### Congestion heat map

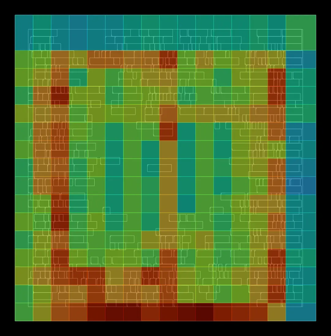
### The metal 3 layer

Scale: 4 px per um. Cells faint in the background.
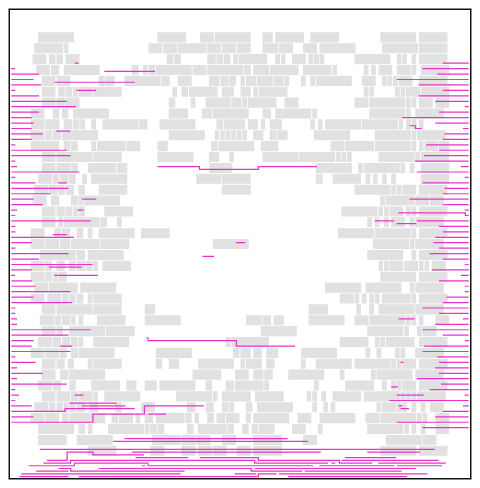
==> config.mk <==
export PLATFORM = sky130hd
export DESIGN_NAME = ifu_lsu_arb
export DESIGN_NICKNAME = d
export VERILOG_FILES = /design/src/rtl/ifu_lsu_arb.sv
export SDC_FILE = /design/constraint.sdc
export NUM_CORES = 1
export LEC_CHECK = 0
export ABC_AREA = 1
export CAP_MARGIN = 15
export CORE_AREA = 5 5 110 112
export CTS_CLUSTER_SIZE = 24
export DETAILED_ROUTE_END_ITERATION = 8
export DIE_AREA = 0 0 115 117
export GPL_TIMING_DRIVEN = 1
export PLACE_DENSITY = 0.8
export REMOVE_ABC_BUFFERS = 1
export SLEW_MARGIN = 25
export SYNTH_ARGS = -nofsm -noshare
export SYNTH_HDL_FRONTEND = slang
export SYNTH_SLANG_ARGS = --single-unit
==> constraint.sdc <==
create_clock -name clk -period 1.72 [get_ports clk]
set_input_delay 0.516 -clock clk [delete_from_list [all_inputs] [get_ports clk]]
set_output_delay 0.516 -clock clk [all_outputs]
set_load 0.05 [all_outputs]
==> impl_metrics.yaml <==
# yosys + openroad results
floorplanning:
  die-area_um2: 13500
  die_h_um: 117
  die_w_um: 115
  taps: 143
logic_synthesis:
  ys_sh_mux_pct: 0
  synth.cellmix.simpleShare_pct: 30.7
  compound_area_share_pct: 1.16
  xor_share_pct: 0.233
  synth_area_leader_cell: "dfrtp_1"
  edf_count: 0
  ys_cells: 439
  ys_seq_share_pct: 49.9
  yosys_area_um2: 3760
  async_reset_ff_share_pct: 100
  yosysWarnings: 0
  top_cell: "nand2_1"
  common_cells: "nand2_1, dfrtp_1, buf_4"
route:
  wl_met1_um: 5770
  via_per_inst: 5.05
  first_pass_iters: 5
  drt_drc_violations_left: 0
  post_drt_wl_per_cell_um: 19.1
setup_path:
  path_cells: "inv_1 > ha_2 > nand3_4 > nand3_4 > inv_4 > buf_12 > buf_12"
  worst-path-stages: 7
  slowest_stage: "dfrtp_1"
  crit_path_start_kind: "register"
  crit_required_ns: 1.20
  cp.arrival_ns: 1.45
  crit_path_end_kind: "output pin"
  reg2reg_depth: 9
  cpPeakStageDelay_ns: 0.38
timing:
  final-max-slew-violation-count: 0
  max_freq_ghz: 0.508
  tns_ns: -0.699
  period_used_pct: 114
  worst_hold_slack_ns: 0.187
  worst_slew_pin_slew_ns: 0.423
  hold_viol: 0
  setup_ws_ns: -0.249
  setup_viol: 4
  fin_crit_ns: 1.97
  slew_headroom_pct: 71.8
hold_path:
  min_path_type: "in -> async"
cells_and_area:
  seq_area_share_pct: 29.3
  clk_share_pct: 4.39
  mostFrequentLayoutCell: "nand2_1"
  top_area_cell_class: "non-clock buffers"
  final_cell_mix: "nand2_1, clkdlybuf4s50_1, buf_12, dfrtp_1, nand3_1"
  buf_share_pct: 43.2
  signal_buffers: 203
  comb_area_um2: 1270
  inverters: 7
placed_design:
  hpwl_um: 10500
  globalplace.congestion: 0.866
  place_area_um2: 6020
  port_buffers: 180
clock_tree:
  cts_max_path_buffers: 2
  cts.sinks: 75
  cts_htree_levels: 3
  cts_buffers: 9
  hold_buffers: 0
  clkSlewWorstSetupHoldPaths_ns: 0.06
  cts_resized: 14
  clock_latency_ns: 0.33
  postCtsSetupBuffers: 3
power_and_ir_drop:
  comb_power_mw: 8.66
  power_frac_comb_pct: 62.5
  ir_drop_v: 0.00116
  power_mw: 13.9
  power.largest_group: "combinational cells"
  switching_power_mw: 6.26
global_route:
  first_global_vias: 3607
  top_usage_layer: "met2"
  use_met2_pct: 27.5
  grt_overflow_total: 0
job:
  warnings: 28
outcome:
  violations: "negative setup slack"
  outcome: "complete, but fails checks"
About 'Congestion heat map':
routing usage on met1: 26.1%
met3 Resource Use GR: 12.8%
Finished Core Util: 57.6%
GRT Util Overall: 20.0%

About 'The metal 3 layer':
wire length on this layer: 2130 um
share of all routed wire: 16%
longest straight run: 98.4 um
Detailed Route WL: 13600 um
via total after detailed routing: 3594

